Design power_button_ctrl, sky130hd; sources not shown.
Run 1, routed metal, one colour a layer:
Only two layers are drawn.
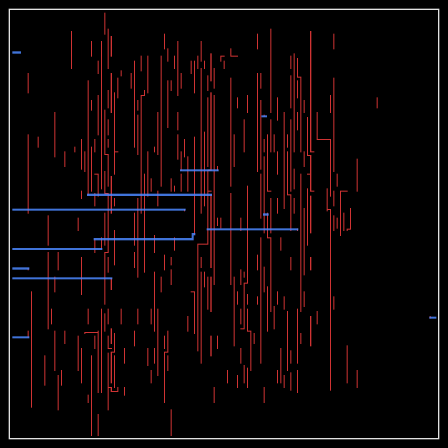
M2: in red, wire length 1270 um. M3: in blue, wire length 105 um.
total wire length: 2.945 mm
Routed WL per cell: 10.75 um
Vias: 1340
Global Route Usage Sum: 0.1926

Run 1, local utilization:
Scale bar: 20 um. The die is cut into 12 by 12 equal tiles; dark purple is low, yellow is high, 0 to 100% covered.
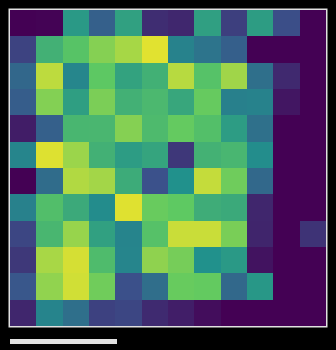
The mean over all tiles is 44%. The fullest tile reaches 96%. 18% of the tiles are nearly empty. 22% of the tiles are over 75% full. The emptiest ninth of the die: south-east.
final core occ: 0.5366
core area: 2978 um2
FP Util: 0.4819

Run 1, wire density map:
The die is cut into 12 by 12 equal tiles; dark purple is low, yellow is high, scaled to the fullest tile. Values are wire area over tile area, all layers added.
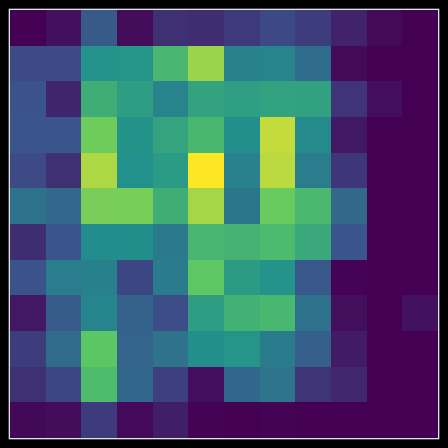
The emptiest ninth of the die: south-east. The densest ninth of the die: centre. The mean over all tiles is 0.13. 19% of the tiles are nearly empty. The fullest tile reaches 0.42.

==> impl_metrics.yaml, run 1 <==
# physical design summary
setup_path:
  reg2reg_slack_ps: 450
  rr_worst_depth: 15
  startpoint_type: "register"
  crit_required_ps: 3430
  critical_path.max_fanout: 9
detailed_routing:
  drt_first_pass_iters: 4
  wl_met3_um: 104
  wl_met1_mm: 1.532
  dr_wl_met2_mm: 1.272
  routed.top_layer: "met4"
placement:
  dpl-instance-area_um2: 1562
  hpwl_mm: 2.362
  portBuffers: 8
floorplan:
  row_count: 20
  die_h_um: 59.26
  dieArea_um2: 3512
  nWellTaps: 33
final_layout:
  mostFrequentLayoutCells: "nand2_1 (55), inv_1 (38), nor2_1 (27)"
  sh_seq_area: 0.2255
  nMultiInputCombCells: 170
  non_clock_buffer_count: 8
  inv_count: 41
  diodes: 0
  comb_share: 0.5795
  design.seq.count: 18
  dominant-cell-class: "combinational gates"
  drive_gt1_frac: 0.06224
  layout.nonclk_buf_frac: 0.05012
cts:
  cts.sinks: 18
  cts_hold_buf: 0
  clock_latency_ps: 300
  clkSlewWorstSetupHoldPaths_ps: 110
  cts_max_level: 1
  cts_buffers: 3
  cts_tree: "done"
timing:
  setup_viol: 0
  skew_ps: 13.27
  slew_violations: 0
  setup_slack_ps: 448.5
  whs_ps: 535.6
  min_period_ps: 2752
grt:
  grt_use_met2: 0.2967
  grt_pass1_wl_mm: 5.133
  grt_pass1_vias: 1155
  grt-ovfl-total: 0
logic_synthesis:
  netlist_area_um2: 1435
pwr:
  ir_drop_v: 0.0002179
  pwr_density_cell_nw_per_um2: 269.0
outcome:
  status: "finished clean"
run 1: metrics by stage:
stage | std cells | utilization
3_5_place_dp | 270 | 0.5244
4_1_cts | 274 | 0.5366
6_report | 274 | 0.5366
3_3_place_gp | 270 | 0.5244
5_1_grt | 274 | 0.5366
2_1_floorplan | 231 | -
run 1: report_power, final:
group	total, W	internal (W)	switching [W]
Combinational	0.0000547	0.0000200	0.0000347
Clock	0.000143	0.0000694	0.0000737
Sequential	0.000232	0.000228	0.00000427
Total	0.000430	0.000317	0.000113
run 1: critical path, stage by stage, from the launching register on:
cell	delay, ps
dfxtp_1	410
nand2_1	90
inv_1	130
inv_1	60
ha_1	310
a21oi_1	160
o21ai_0	100
o21bai_1	130
nand3_1	110
nand2_1	130
nand2_1	100
nand4_1	100
nand3_1	60
nor2_1	280
clkinv_1	320
a21oi_1	200
Run 1, clock nets:
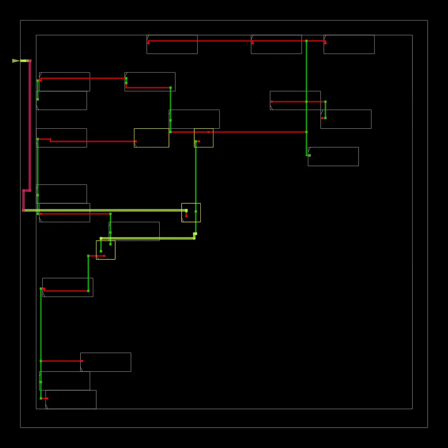

==> inputs of run 2 (changes only) <==
Settings changed: SYNTH_HIERARCHICAL 1 to not set.
Run 2, clock nets:
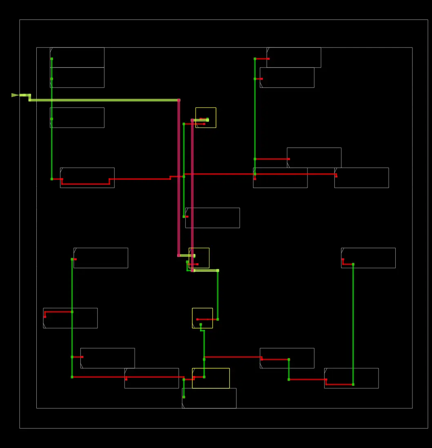
clock sinks: 18
Layout Skew: 1.203 ps
Flops: 18

Run 2, wire density map:
The die is cut into 11 by 11 equal tiles; dark purple is low, yellow is high, scaled to the fullest tile. Values are wire area over tile area, all layers added.
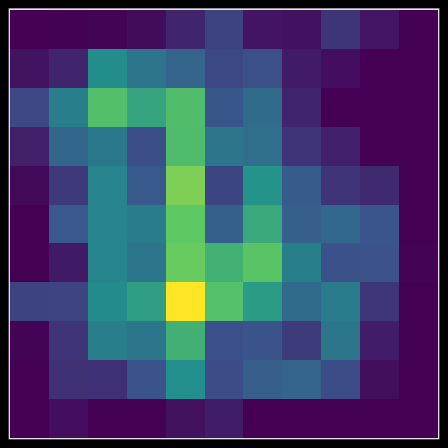
13% of the tiles are over half the peak. The emptiest ninth of the die: north-east. 24% of the tiles are nearly empty. The densest ninth of the die: centre. The fullest tile reaches 0.50. The mean over all tiles is 0.12.
Routed WL per cell: 10.97 um
Vias: 1096

==> run 2 against run 1 <==
Effect of this change:
- hold slack improved by 27 ps
- cell count fell by 20%
- design area fell by 15%
- synthesized cell count fell by 19%
- largest power group unchanged
==> impl_metrics.yaml, run 2 <==
# physical design summary
setup_path:
  cp_cell_sequence: "nand2_1 -> ha_1 -> nand3_1 -> nand3_1 -> nor2_1 -> nand2_2 -> nand3_2 -> nand2_1 -> inv_1 -> nand3_4 -> nor2_2"
  crit_family: "simple AND/OR/NAND/NOR gates"
  startpoint_type: "register"
  worstSetupPathDepth: 11
  rr_worst_depth: 11
  crit_slowest_cell: "dfxtp_1"
  cp.buffers_inverters: 1
  worst_path_largest_cell_delay_ps: 460
  reg2reg_slack_ps: 1100
  critical_path.max_fanout: 13
pwr:
  p_seq_w: 0.000231
  p_int_w: 0.0003130
  seq_power_share: 0.546
  p_comb_w: 0.0000475
  pwr_density_cell_nw_per_um2: 312.0
  p_sw_w: 0.0001097
  power_leader: "sequential cells"
  ir_drop_v: 0.0002110
cts:
  cts_buffers: 3
  cts_max_level: 1
  cts_hold_buf: 0
  clkSlewWorstSetupHoldPaths_ps: 110
  cts_tree: "done"
  clock_latency_ps: 300
timing:
  setup_viol: 0
  min_period_ps: 2101
  slew_violations: 0
grt:
  grt_pass1_wl_mm: 4.278
  grt_pass1_vias: 989
  grt_usage: 0.1708
  grt-ovfl-total: 0
  grt_use_met2: 0.2534
floorplan:
  dieArea_um2: 3076
  fp_util: 0.4980
  row_count: 18
  die_h_um: 55.47
detailed_routing:
  drt_first_pass_iters: 4
final_layout:
  non_clock_buffer_count: 8
  fin_util: 0.5420
  nMultiInputCombCells: 128
  mostFrequentLayoutCells: "nand2_1 (34), inv_1 (26), nor2_1 (23)"
  comb_share: 0.5346
  diodes: 0
placement:
  portBuffers: 8
  hpwl_mm: 1.847
  dpl-instance-area_um2: 1319
outcome:
  status: "finished clean"
==> run 2: metal layers <==
layer  part of all wire  vias to the layer above
met5                  0                        -
met4              0.017                        0
met3              0.022                        4
met2               0.46                       11
met1               0.50                      508
li1                   -                      573
==> run 2: through the flow <==
| stage | instances | hold WS (ps) | power (W) |
|---|---|---|---|
| 2_1_floorplan | 181 | 388.7 | 0.0002754 |
| 3_3_place_gp | 215 | 589.9 | 0.0002818 |
| 3_5_place_dp | 215 | 595.5 | 0.0002833 |
| 4_1_cts | 219 | 560.8 | 0.0004274 |
| 5_1_grt | 219 | 570.8 | 0.0004498 |
| 6_report | 219 | 562.6 | 0.0004228 |
Power figures rest on the tool's default switching activity, not on a simulated workload.
